===== src/rtl/alu_pkg.sv =====
// Shared ALU definitions: opcode encodings, instruction field layout and widths.
// Imported by both the ALU and its issue controller so the encodings cannot drift apart.
package alu_pkg;

    localparam int DATA_W  = 4;
    localparam int NREG    = 4;
    localparam int REG_W   = 2;
    localparam int INSTR_W = 10;

    localparam int OP_MSB  = 9;
    localparam int OP_LSB  = 6;
    localparam int RD_MSB  = 5;
    localparam int RD_LSB  = 4;
    localparam int RS1_MSB = 3;
    localparam int RS1_LSB = 2;
    localparam int RS2_MSB = 1;
    localparam int RS2_LSB = 0;
    localparam int IMM_MSB = 3;
    localparam int IMM_LSB = 0;

    typedef logic [3:0] op_t;

    localparam op_t OP_ADD = 4'd0;
    localparam op_t OP_SUB = 4'd1;
    localparam op_t OP_AND = 4'd2;
    localparam op_t OP_OR  = 4'd3;
    localparam op_t OP_XOR = 4'd4;
    localparam op_t OP_EQ  = 4'd5;
    localparam op_t OP_GT  = 4'd6;
    localparam op_t OP_LT  = 4'd7;
    localparam op_t OP_SHR = 4'd8;
    localparam op_t OP_SHL = 4'd9;
    localparam op_t OP_LDI = 4'd15;

    typedef enum logic [1:0] {
        IDLE = 2'd0,
        EXEC = 2'd1,
        RESP = 2'd2
    } state_t;

    // Opcodes 10..14 have no ALU meaning and must never write the register file.
    function automatic logic isIllegalOp(input op_t op);
        return (op >= 4'd10) && (op <= 4'd14);
    endfunction

endpackage


===== src/rtl/alu_issue_ctrl_alu.sv =====
// Existing 4-bit combinational ALU; sel is the raw opcode, comparisons are unsigned.
module ALU
    import alu_pkg::*;
(
    input  logic [DATA_W-1:0] a_i,
    input  logic [DATA_W-1:0] b_i,
    input  op_t               sel_i,
    output logic [DATA_W-1:0] y_o
);

    // Shifts use the whole 4-bit amount, so amounts of 4 or more shift everything out.
    always_comb begin
        y_o = '0;
        case (sel_i)
            OP_ADD:  y_o = a_i + b_i;
            OP_SUB:  y_o = a_i - b_i;
            OP_AND:  y_o = a_i & b_i;
            OP_OR:   y_o = a_i | b_i;
            OP_XOR:  y_o = a_i ^ b_i;
            OP_EQ:   y_o = {{(DATA_W-1){1'b0}}, (a_i == b_i)};
            OP_GT:   y_o = {{(DATA_W-1){1'b0}}, (a_i > b_i)};
            OP_LT:   y_o = {{(DATA_W-1){1'b0}}, (a_i < b_i)};
            OP_SHR:  y_o = a_i >> b_i;
            OP_SHL:  y_o = a_i << b_i;
            default: y_o = '0;
        endcase
    end

endmodule


===== src/rtl/alu_issue_ctrl.sv =====
// Issue controller for the 4-bit ALU: accepts instructions, reads a 4x4 register file,
// drives the ALU, writes the result back and publishes it on a valid/ready stream.
module alu_issue_ctrl
    import alu_pkg::*;
(
    input  logic               clk,
    input  logic               rst_n,
    input  logic               in_valid,
    output logic               in_ready,
    input  logic [INSTR_W-1:0] in_instr,
    output logic               out_valid,
    input  logic               out_ready,
    output logic [DATA_W-1:0]  out_data,
    output logic [REG_W-1:0]   out_rd,
    output logic               out_err
);

    state_t             state_q;
    logic [INSTR_W-1:0] instr_q;
    logic [DATA_W-1:0]  regFile_q [NREG];
    logic [DATA_W-1:0]  outData_q;
    logic [REG_W-1:0]   outRd_q;
    logic               outErr_q;

    op_t               op;
    logic [REG_W-1:0]  rd;
    logic [REG_W-1:0]  rs1;
    logic [REG_W-1:0]  rs2;
    logic [DATA_W-1:0] aluA;
    logic [DATA_W-1:0] aluB;
    logic [DATA_W-1:0] aluY;
    logic [DATA_W-1:0] wbData_d;
    logic              illegal;

    assign op      = instr_q[OP_MSB:OP_LSB];
    assign rd      = instr_q[RD_MSB:RD_LSB];
    assign rs1     = instr_q[RS1_MSB:RS1_LSB];
    assign rs2     = instr_q[RS2_MSB:RS2_LSB];
    assign illegal = isIllegalOp(op);
    assign aluA    = regFile_q[rs1];
    assign aluB    = regFile_q[rs2];

    ALU uAlu (
        .a_i   (aluA),
        .b_i   (aluB),
        .sel_i (op),
        .y_o   (aluY)
    );

    always_comb begin
        wbData_d = aluY;
        if (op == OP_LDI) begin
            wbData_d = instr_q[IMM_MSB:IMM_LSB];
        end else if (illegal) begin
            wbData_d = '0;
        end
    end

    assign in_ready  = (state_q == IDLE);
    assign out_valid = (state_q == RESP);
    assign out_data  = outData_q;
    assign out_rd    = outRd_q;
    assign out_err   = outErr_q;

    // Operands are read before the write edge, so rd aliasing rs1/rs2 sees the old value.
    always_ff @(posedge clk or negedge rst_n) begin
        if (!rst_n) begin
            state_q   <= IDLE;
            instr_q   <= '0;
            outData_q <= '0;
            outRd_q   <= '0;
            outErr_q  <= 1'b0;
            for (int i = 0; i < NREG; i++) begin
                regFile_q[i] <= '0;
            end
        end else begin
            case (state_q)
                IDLE: begin
                    if (in_valid) begin
                        instr_q <= in_instr;
                        state_q <= EXEC;
                    end
                end
                EXEC: begin
                    if (!illegal) begin
                        regFile_q[rd] <= wbData_d;
                    end
                    outData_q <= wbData_d;
                    outRd_q   <= rd;
                    outErr_q  <= illegal;
                    state_q   <= RESP;
                end
                RESP: begin
                    if (out_ready) begin
                        state_q <= IDLE;
                    end
                end
                default: state_q <= IDLE;
            endcase
        end
    end

endmodule

===== config.mk =====
export PLATFORM = sky130hd
export DESIGN_NAME = alu_issue_ctrl
export DESIGN_NICKNAME = d
export VERILOG_FILES = /design/src/rtl/alu_pkg.sv /design/src/rtl/alu_issue_ctrl_alu.sv /design/src/rtl/alu_issue_ctrl.sv
export SDC_FILE = /design/constraint.sdc
export NUM_CORES = 1
export LEC_CHECK = 0
export CAP_MARGIN = 25
export CORE_MARGIN = 1
export CORE_UTILIZATION = 55
export DETAILED_ROUTE_END_ITERATION = 6
export GPL_TIMING_DRIVEN = 0
export PLACE_DENSITY = 0.75
export SYNTH_ARGS = -nofsm -noshare
export SYNTH_HDL_FRONTEND = slang
export SYNTH_SLANG_ARGS = --single-unit

===== constraint.sdc =====
create_clock -name clk -period 3.78 [get_ports clk]
set_input_delay 0.567 -clock clk [delete_from_list [all_inputs] [get_ports clk]]
set_output_delay 0.567 -clock clk [all_outputs]
set_load 0.02 [all_outputs]

==> impl_metrics.env, run 1 <==
# source this file to load flow results
export IMPL_ys_seq_elements=35
export IMPL_firstDrtPassIters=5
export IMPL_synth_adder_area_share_pct=7.38
export IMPL_fp_util_pct=58.4
export IMPL_clock_path_buffers=2
export IMPL_die_y_um=70.5
export IMPL_synth_xor_xnor_area_share_pct=1.02
export IMPL_top_logic_kind="simple AND/OR/NAND/NOR gates"
export IMPL_drive_gt1_share_pct=13.0
export IMPL_end_kind="register"
export IMPL_root_buffer="clkbuf_8"
export IMPL_first_iter_violations=124
export IMPL_worstMarginPinSlew_ns=0.888
export IMPL_ant_nets=0
export IMPL_ys_sh_mux_pct=11.6
export IMPL_slew_viol_final=0
export IMPL_grt_pass1_vias=2238
export IMPL_grt_usage_pct=29.0
export IMPL_ys_cells=271
export IMPL_syn_nets=299
export IMPL_clock_latency_late_pin_ns=0.29
export IMPL_grt_overflow=0
export IMPL_yosys_stat_area_um2=2580
export IMPL_flop_cell="dfrtp_1"
export IMPL_hold_class="in -> async"
export IMPL_combGateArea_um2=1560
export IMPL_drc_errors=0
export IMPL_criticalPathCategory="reg -> reg"
export IMPL_setup_viol=0
export IMPL_rsz0062_at_grt="no"
export IMPL_seq_area_um2=876
export IMPL_warning_count=34
export IMPL_crit_path_start_kind="register"
export IMPL_worst_hold_slack_ns=0.346
export IMPL_die_area_um2=4960
export IMPL_ctsHoldBuffers=0
export IMPL_grt_pass1_wl_um=11200
export IMPL_hpwl_um=4690
export IMPL_crit_required_ns=3.92
export IMPL_htree_num_levels=2
export IMPL_top_cell_area_share_pct=34.0
export IMPL_crit_arrival_ns=3.64
export IMPL_viasPerCell=6.45
export IMPL_cts_resized=0
export IMPL_numCtsBuffers=5
export IMPL_hold_viol=0
export IMPL_io_buffers=22
export IMPL_area_growth_syn_to_layout_pct=15.4
export IMPL_die_w_um=70.5
export IMPL_top_cells_by_count="dfrtp_1 (35), nor2_1 (23), a21oi_1 (16), inv_1 (15), nand2_1 (15)"
export IMPL_antenna_found_initial=0
export IMPL_maxCapViolations=0
export IMPL_ys_async_sr_fraction_pct=100
export IMPL_top_cells_by_area="dfrtp_1 (34%), mux4_2 (6.1%), ha_1 (5.8%)"
export IMPL_syn_inst=271
export IMPL_yosysWarnings=0
export IMPL_finalClockPeriodUsage_pct=92.6
export IMPL_clock_skew_ns=0.00349
export IMPL_post_cts_buffers=0
export IMPL_aoi_share_pct=20.0
export IMPL_status="complete, no violations"
export IMPL_cp_max_fo=8
export IMPL_num_vias=2276
export IMPL_simple_gate_area_share_pct=20.5
export IMPL_place_congestion=0.912
export IMPL_slew_headroom_pct=40.8
export IMPL_clkSinkCount=35
export IMPL_wl_um=6540
export IMPL_place_area_um2=2860
export IMPL_avgSynthCellArea_um2=9.51
export IMPL_design_area_um2=2980
export IMPL_largest_area_cell="dfrtp_1"
export IMPL_fin_nets=328
export IMPL_io_pins=23
export IMPL_ys_types=57
export IMPL_fin_crit_ns=3.50
export IMPL_grt_max_degree=36
export IMPL_diodes=0
export IMPL_ys_seq_share_pct=34.0
export IMPL_clock_fmax_ghz=0.286
export IMPL_setup_tns_ns=0
export IMPL_cts_tree="done"
export IMPL_wl_per_cell_um=18.5
export IMPL_edf_count=0
export IMPL_synth_top_cell_by_count="dfrtp_1"
export IMPL_syn_area_um2=2580
export IMPL_path_clk_slew_ns=0.07
==> run 1: metrics by stage <==
step | cells | setup WS, ns
after floorplan | 271 | 0.818
after global placement | 345 | 0.377
after detailed placement | 345 | 0.382
after CTS | 353 | 0.346
after global routing | 353 | 0.0929
final | 353 | 0.280
==> run 1: final timing paths <==
path	depth (start not counted)	slack, ns	startpoint	to
max	9	0.28	instr_q[0]	regFile_q[7]
min	1	0.35	rst_n	regFile_q[1]
max reg2reg	9	0.28	instr_q[0]	regFile_q[7]
min reg2reg	2	0.48	out_rd[0]	out_rd[0]
max in group asynchronous	1	2.94	rst_n	instr_q[8]
min in group clk	2	0.48	out_rd[0]	out_rd[0]
==> run 1: cells by family (layout without fill, tap and decap cells) <==
logic type	Yosys count	in the layout
AOI/OAI and AO/OA	71	71
xor gates and xnor gates	3	3
adders and majority gates	14	14
buffers and inverters	33	63
DFF	35	35
muxes	20	20
and+or+nand+nor	95	95
==> run 1: critical path, stage by stage, from the launching register on <==
cell	delay, ns
dfrtp_1	0.35
buf_6	0.15
mux4_2	0.66
inv_1	0.31
ha_1	0.34
a21o_1	0.18
a21oi_1	0.20
mux2_2	0.36
a221oi_1	0.63
a31oi_1	0.18
==> run 1: layout make-up <==
class / instances / share of cell area [%]
Timing Repair Buffer: 22 / 7.23
Clock buffer: 6 / 2.78
Tap cell: 52 / 2.19
Buffer: 18 / 2.90
Sequential cell: 35 / 29.4
Multi-Input combinational cell: 203 / 52.4
Inverter: 15 / 1.89
Clock inverter: 2 / 1.18
==> run 1: flip-flops by register name, indices dropped and copies added (netlist names) <==
name / flops
state_q: 2
out_rd: 2
out_err: 1
instr_q: 10
regFile_q: 16
out_data: 4
==> run 1: metal layers <==
| layer | share of wire, % | wire (um) | global-route usage (%) |
|---|---|---|---|
| met5 | 0 | 0 | 0 |
| met4 | 1.5 | 99 | 10.9 |
| met3 | 4.2 | 276 | 5.34 |
| met2 | 48 | 3120 | 44.6 |
| met1 | 47 | 3050 | 40.7 |
==> run 1: cell usage in the layout, fill, tap and decap left out, types with 10 or more instances in the layout <==
master | Yosys | final
clkdlybuf4s50_1 | 0 | 21
clkbuf_1 | 11 | 11
nor4_1 | 10 | 10
a21oi_1 | 16 | 16
a31oi_1 | 12 | 12
nand2b_1 | 12 | 12
ha_1 | 12 | 12
dfrtp_1 | 35 | 35
inv_1 | 15 | 15
nand2_1 | 15 | 15
nor2_1 | 23 | 23
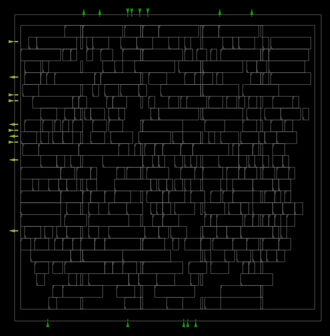
Figure 1: run 1, placement view.
Row Count: 24
Fillers: 366
CORE AREA: 4410 um2
Final Util: 67.4%
Seq cells: 35

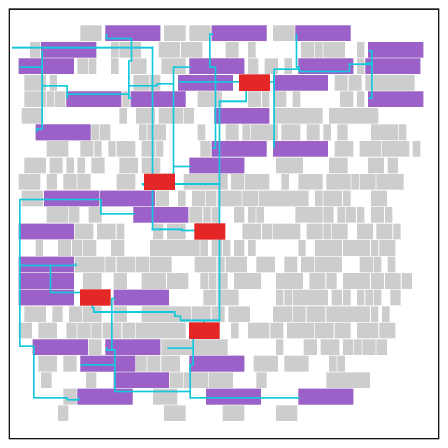
Figure 2: run 1, clock wires, drivers and flops.
[flip-flops] purple | count: 35
[clock wires] cyan | length: 476 um
[cells driving clock nets] red | count: 5
flops lie	widely spread
routed clock nets	6

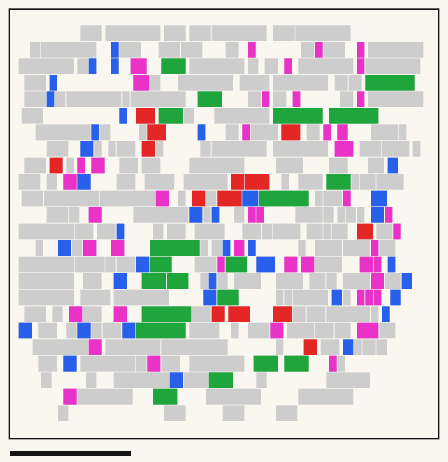
Figure 3: run 1, selected gate families.
Bar = 20 um.
family	colour	cells	most used
NOR gates	magenta	45	nor2_1
AND and OR gates	red	14	and3_1
NAND gates	blue	36	nand2_1
multiplexers	green	20	mux2_2

==> run 1 -> run 2 <==
--- a/config.mk
+++ b/config.mk
@@ -11,6 +11,7 @@
 export DETAILED_ROUTE_END_ITERATION = 6
 export GPL_TIMING_DRIVEN = 0
 export PLACE_DENSITY = 0.75
+export SLEW_MARGIN = 5
 export SYNTH_ARGS = -nofsm -noshare
 export SYNTH_HDL_FRONTEND = slang
 export SYNTH_SLANG_ARGS = --single-unit
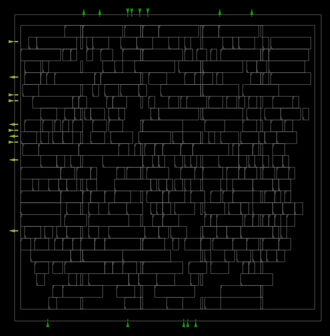
Figure 4: run 2, placement view.
Final Non-Filler Cells: 353
Tapcell Cnt: 52

==> run 2 against run 1 <==
Net effect: non-clock buffer count unchanged; count of clock-buffer cells in the layout stayed put; synthesized area stayed put; global-route usage unchanged; first-iteration DRC count stayed put; setup slack stayed put; sequential share of layout area did not move; utilization unchanged; via count is the same; highest routed layer unchanged.
==> impl_metrics.env, run 2 <==
# source this file to load flow results
export IMPL_die_w_um=70.5
export IMPL_slew_viol_final=0
export IMPL_clock_path_buffers=2
export IMPL_top_cell_area_share_pct=34.0
export IMPL_largest_register_ff_count=16
export IMPL_crit_arrival_ns=3.64
export IMPL_top_cells_by_count="dfrtp_1 (35), nor2_1 (23), a21oi_1 (16), inv_1 (15), nand2_1 (15)"
export IMPL_grt_usage_pct=29.0
export IMPL_htree_num_levels=2
export IMPL_met1_usage_pct=40.7
export IMPL_post_cts_buffers=0
export IMPL_ys_types=57
export IMPL_busiest_layer="met2"
export IMPL_top_cells_by_area="dfrtp_1 (34%), mux4_2 (6.1%), ha_1 (5.8%)"
export IMPL_die_area_um2=4960
export IMPL_num_vias=2276
export IMPL_io_pins=23
export IMPL_ys_async_sr_fraction_pct=100
export IMPL_ys_cells=271
export IMPL_worstMarginPinSlew_ns=0.888
export IMPL_rows=24
export IMPL_syn_inst=271
export IMPL_wl_per_cell_um=18.5
export IMPL_crit_required_ns=3.92
export IMPL_cp_max_fo=8
export IMPL_worst_hold_slack_ns=0.346
export IMPL_grt_pass1_wl_um=11200
export IMPL_setup_tns_ns=0
export IMPL_clock_fmax_ghz=0.286
export IMPL_synth_top_cell_by_count="dfrtp_1"
export IMPL_core_area_um2=4410
export IMPL_ctsHoldBuffers=0
export IMPL_firstDrtPassIters=5
export IMPL_fin_crit_ns=3.50
export IMPL_drive_gt1_share_pct=13.0
export IMPL_viasPerCell=6.45
export IMPL_io_buffers=22
export IMPL_clock_latency_late_pin_ns=0.29
export IMPL_numCtsBuffers=5
export IMPL_use_met2_pct=44.6
export IMPL_fp_util_pct=58.4
export IMPL_place_area_um2=2860
export IMPL_clkSinkCount=35
export IMPL_yosysWarnings=0
export IMPL_top_register="regFile_q"
export IMPL_root_buffer="clkbuf_8"
export IMPL_warning_count=34
export IMPL_die_y_um=70.5
export IMPL_hpwl_um=4690
export IMPL_diodes=0
export IMPL_slew_headroom_pct=40.8
export IMPL_rsz0062_at_grt="no"
export IMPL_maxCapViolations=0
export IMPL_final_common_cell="dfrtp_1"
export IMPL_grt_pass1_vias=2238
export IMPL_ys_seq_share_pct=34.0
export IMPL_yosys_stat_area_um2=2580
export IMPL_hold_viol=0
export IMPL_path_clk_slew_ns=0.07
export IMPL_cts_resized=0
export IMPL_finalClockPeriodUsage_pct=92.6
export IMPL_antenna_found_initial=0
export IMPL_setup_viol=0
export IMPL_drc_errors=0
export IMPL_ys_seq_elements=35
export IMPL_first_iter_violations=124
export IMPL_criticalPathCategory="reg -> reg"
export IMPL_clock_skew_ns=0.00349
export IMPL_hold_class="in -> async"
export IMPL_final_cell_mix="dfrtp_1 (35), nor2_1 (23), clkdlybuf4s50_1 (21)"
export IMPL_area_growth_syn_to_layout_pct=15.4
export IMPL_flop_cell="dfrtp_1"
export IMPL_crit_path_start_kind="register"
export IMPL_ant_nets=0
export IMPL_cts_tree="done"
export IMPL_design_area_um2=2980
export IMPL_end_kind="register"
export IMPL_syn_nets=299
export IMPL_place_congestion=0.912
export IMPL_avgSynthCellArea_um2=9.51
export IMPL_status="complete, no violations"
export IMPL_largest_area_cell="dfrtp_1"
export IMPL_syn_area_um2=2580
export IMPL_fin_nets=328
export IMPL_gr_usage_met3_pct=5.34
export IMPL_grt_overflow=0
export IMPL_edf_count=0
export IMPL_grt_max_degree=36
run 2: cell counts after synthesis:
Identical to the previous run, type by type.
run 2: area by class of cell:
cell class	count	area (um2)
Clock inverter	2	35.0
Clock buffer	6	82.6
Sequential cell	35	876
Multi-Input combinational cell	203	1560
Fill cell	366	1440
Tap cell	52	65.1
Inverter	15	56.3
Buffer	18	86.3
Timing Repair Buffer	22	215
run 2: cell families (layout without fill, tap and decap cells):
group	after synthesis	after routing	share of synthesized area [%]
XOR/XNOR	3	3	1.02
flip-flops	35	35	34.0
multiplexers	20	20	11.6
buffers and inverters	33	63	5.53
adder cells (fa/ha/maj)	14	14	7.38
AND/OR/NAND/NOR	95	95	20.5
AND-OR/OR-AND	71	71	20.0
run 2: worst paths after layout:
path	cells after the start	slack (ns)	startpoint	endpoint
max	9	0.28	instr_q[0]	regFile_q[7]
min	1	0.35	rst_n	regFile_q[1]
max reg2reg	9	0.28	instr_q[0]	regFile_q[7]
min reg2reg	2	0.48	out_rd[0]	out_rd[0]
max in group asynchronous	1	2.94	rst_n	instr_q[8]
min in group clk	2	0.48	out_rd[0]	out_rd[0]
run 2: metrics by stage:
step / utilization [%] / setup WS, ns / instances
after global routing: 67.4 / 0.0929 / 353
final: 67.4 / 0.280 / 353
after CTS: 67.4 / 0.346 / 353
after floorplan: - / 0.818 / 271
after detailed placement: 64.7 / 0.382 / 345
after global placement: 64.9 / 0.377 / 345
run 2: critical path, cell delays in order (launching register included):
cell and delay (ns):
dfrtp_1 0.35, buf_6 0.15, mux4_2 0.66, inv_1 0.31
ha_1 0.34, a21o_1 0.18, a21oi_1 0.20, mux2_2 0.36
a221oi_1 0.63, a31oi_1 0.18
run 2: metal layers:
metal,share of wire [%],up-vias,wire (um)
met2,48,72,3120
met4,1.5,0,99
li1,-,1076,-
met3,4.2,10,276
met5,0,-,0
met1,47,1118,3050
==> run 2 -> run 3 <==
--- a/config.mk
+++ b/config.mk
@@ -8,6 +8,7 @@
 export CAP_MARGIN = 25
 export CORE_MARGIN = 1
 export CORE_UTILIZATION = 55
+export CTS_CLUSTER_DIAMETER = 30
 export DETAILED_ROUTE_END_ITERATION = 6
 export GPL_TIMING_DRIVEN = 0
 export PLACE_DENSITY = 0.75
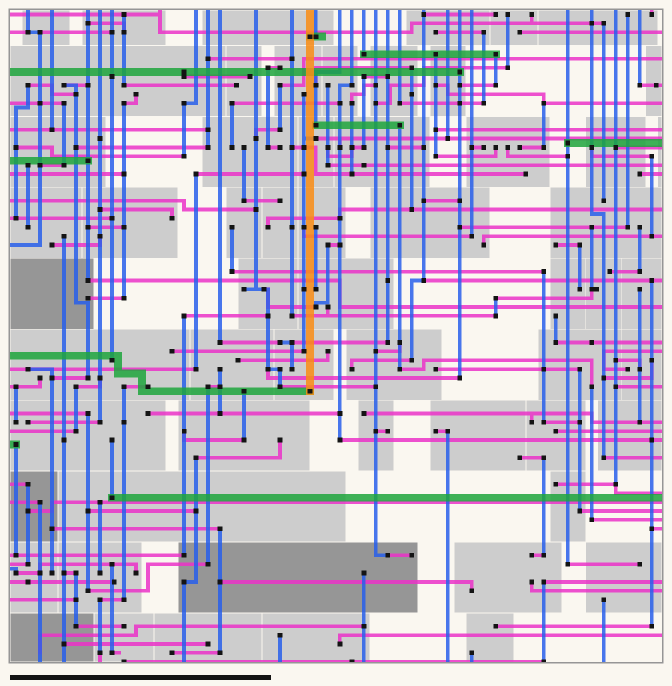
Figure 5: run 3, a small window of the routed layout.
Bar = 10 um. Region (23, 9) to (48, 34) um. Cells in grey, sequential cells in the stronger grey; small squares are vias.
layer	colour
met2	blue
met1	magenta
met4	orange
met3	green
netlist names of flops here include	instr_q (1)
most frequent	mux2i_1 (4), mux2_2 (4)
cells with their middle in the window	46
sequential cells in the window	1

==> run 3 against run 2 <==
Net effect: die size stayed put; sequential share of layout area stayed put; non-clock buffer count stayed put; critical endpoint unchanged; highest routed layer unchanged; fmax stayed put; global-route usage stayed put; first-iteration DRC count stayed put; count of clock-buffer cells in the layout stayed put; cell count stayed put; worst hold slack stayed put; critical path type unchanged; synthesized area stayed put; via count stayed put.
==> impl_metrics.env, run 3 <==
# source this file to load flow results
export IMPL_post_cts_buffers=0
export IMPL_clock_fmax_ghz=0.286
export IMPL_finalClockPeriodUsage_pct=92.6
export IMPL_rows=24
export IMPL_place_area_um2=2860
export IMPL_max_stage_delay_ns=0.66
export IMPL_cpMaxStageDelayCell="mux4_2"
export IMPL_cts_tree="done"
export IMPL_grt_max_degree=36
export IMPL_fin_nets=328
export IMPL_final_cell_mix="dfrtp_1 (35), nor2_1 (23), clkdlybuf4s50_1 (21)"
export IMPL_top_cells_by_count="dfrtp_1 (35), nor2_1 (23), a21oi_1 (16), inv_1 (15), nand2_1 (15)"
export IMPL_fp_util_pct=58.4
export IMPL_hold_viol=0
export IMPL_grt_pass1_wl_um=11200
export IMPL_core_area_um2=4410
export IMPL_slew_viol_final=0
export IMPL_viasPerCell=6.45
export IMPL_end_kind="register"
export IMPL_antenna_found_initial=0
export IMPL_worst_hold_slack_ns=0.346
export IMPL_top_cell_area_share_pct=34.0
export IMPL_grt_overflow=0
export IMPL_clock_path_buffers=2
export IMPL_rsz0062_at_grt="no"
export IMPL_io_pins=23
export IMPL_diodes=0
export IMPL_die_y_um=70.5
export IMPL_warning_count=34
export IMPL_r2r_slack_ns=0.28
export IMPL_worst_path_buf_inv=2
export IMPL_syn_area_um2=2580
export IMPL_avgSynthCellArea_um2=9.51
export IMPL_htree_num_levels=2
export IMPL_yosysWarnings=0
export IMPL_ys_async_sr_fraction_pct=100
export IMPL_grt_pass1_vias=2238
export IMPL_ys_types=57
export IMPL_status="complete, no violations"
export IMPL_setup_tns_ns=0
export IMPL_syn_inst=271
export IMPL_first_iter_violations=124
export IMPL_numCtsBuffers=5
export IMPL_combGateArea_um2=1560
export IMPL_path_clk_slew_ns=0.07
export IMPL_ys_seq_elements=35
export IMPL_ctsHoldBuffers=0
export IMPL_top_register="regFile_q"
export IMPL_largest_area_cell="dfrtp_1"
export IMPL_worstMarginPinSlew_ns=0.888
export IMPL_flop_cell="dfrtp_1"
export IMPL_num_fill_cells=366
export IMPL_cp_max_fo=8
export IMPL_wl_per_cell_um=18.5
export IMPL_crit_arrival_ns=3.64
export IMPL_drc_errors=0
export IMPL_reg2reg_to="regFile_q[7]"
export IMPL_final_common_cell="dfrtp_1"
export IMPL_ys_seq_share_pct=34.0
export IMPL_seq_area_um2=876
export IMPL_place_congestion=0.912
export IMPL_wl_um=6540
export IMPL_top_cells_by_area="dfrtp_1 (34%), mux4_2 (6.1%), ha_1 (5.8%)"
export IMPL_fin_ws_ns=0.280
export IMPL_die_w_um=70.5
export IMPL_slew_headroom_pct=40.8
export IMPL_hold_class="in -> async"
export IMPL_synth_top_cell_by_count="dfrtp_1"
export IMPL_grt_usage_pct=29.0
export IMPL_startpoint="instr_q[0]"
export IMPL_dp_slack_ns=0.382
export IMPL_yosys_stat_area_um2=2580
export IMPL_die_area_um2=4960
export IMPL_num_vias=2276
export IMPL_crit_required_ns=3.92
export IMPL_cts_resized=0
export IMPL_firstDrtPassIters=5
export IMPL_crit_path_start_kind="register"
export IMPL_drive_gt1_share_pct=13.0
export IMPL_area_growth_syn_to_layout_pct=15.4
export IMPL_clock_skew_ns=0.00349
export IMPL_largest_register_ff_count=16
export IMPL_ys_cells=271
export IMPL_path_cells="buf_6, mux4_2, inv_1, ha_1, a21o_1, a21oi_1, mux2_2, a221oi_1, a31oi_1"
export IMPL_setup_viol=0
export IMPL_maxCapViolations=0
export IMPL_reg2reg_depth=9
export IMPL_fin_crit_ns=3.50
export IMPL_root_buffer="clkbuf_8"
export IMPL_rr_startpoint="instr_q[0]"
export IMPL_critPathTopFamily="AND-OR/OR-AND gates"
export IMPL_syn_nets=299
export IMPL_hpwl_um=4690
export IMPL_clkSinkCount=35
export IMPL_io_buffers=22
export IMPL_design_area_um2=2980
export IMPL_edf_count=0
export IMPL_clock_latency_late_pin_ns=0.29
export IMPL_criticalPathCategory="reg -> reg"
export IMPL_ant_nets=0
[run 3: cells by family after synthesis]
logic type / after synthesis / share of synthesized area (%)
DFF: 35 / 34.0
muxes: 20 / 11.6
adders and majority gates: 14 / 7.38
buffers and inverters: 33 / 5.53
and+or+nand+nor: 95 / 20.5
xor gates and xnor gates: 3 / 1.02
AOI/OAI and AO/OA: 71 / 20.0
[run 3: through the flow]
stage | instances | util (%)
3_3_place_gp | 345 | 64.9
6_report | 353 | 67.4
2_1_floorplan | 271 | -
3_5_place_dp | 345 | 64.7
4_1_cts | 353 | 67.4
5_1_grt | 353 | 67.4
[run 3: worst reg2reg max path: stages, from the launching register on]
cell,delay (ns)
dfrtp_1,0.35
buf_6,0.15
mux4_2,0.66
inv_1,0.31
ha_1,0.34
a21o_1,0.18
a21oi_1,0.20
mux2_2,0.36
a221oi_1,0.63
a31oi_1,0.18
[run 3: worst max path at each step]
stage	to	slack [ns]	cells after the start
2_1_floorplan	regFile_q[11]	0.82	9
3_3_place_gp	regFile_q[3]	0.38	9
3_5_place_dp	regFile_q[7]	0.38	9
4_1_cts	regFile_q[7]	0.35	9
5_1_grt	regFile_q[15]	0.09	9
6_report	regFile_q[7]	0.28	9
[run 3: layout make-up]
cell class / count / area share (%)
multi-input combinational: 203 / 52.4
sequential: 35 / 29.4
timing repair buffer: 22 / 7.23
buffer: 18 / 2.90
clock buffer: 6 / 2.78
tap: 52 / 2.19
inverter: 15 / 1.89
clock inverter: 2 / 1.18
[run 3: metal layers]
metal / GRT usage [%] / routed length (um) / vias up
li1: - / - / 1076
met1: 40.7 / 3050 / 1118
met2: 44.6 / 3120 / 72
met3: 5.34 / 276 / 10
met4: 10.9 / 99 / 0
met5: 0 / 0 / -
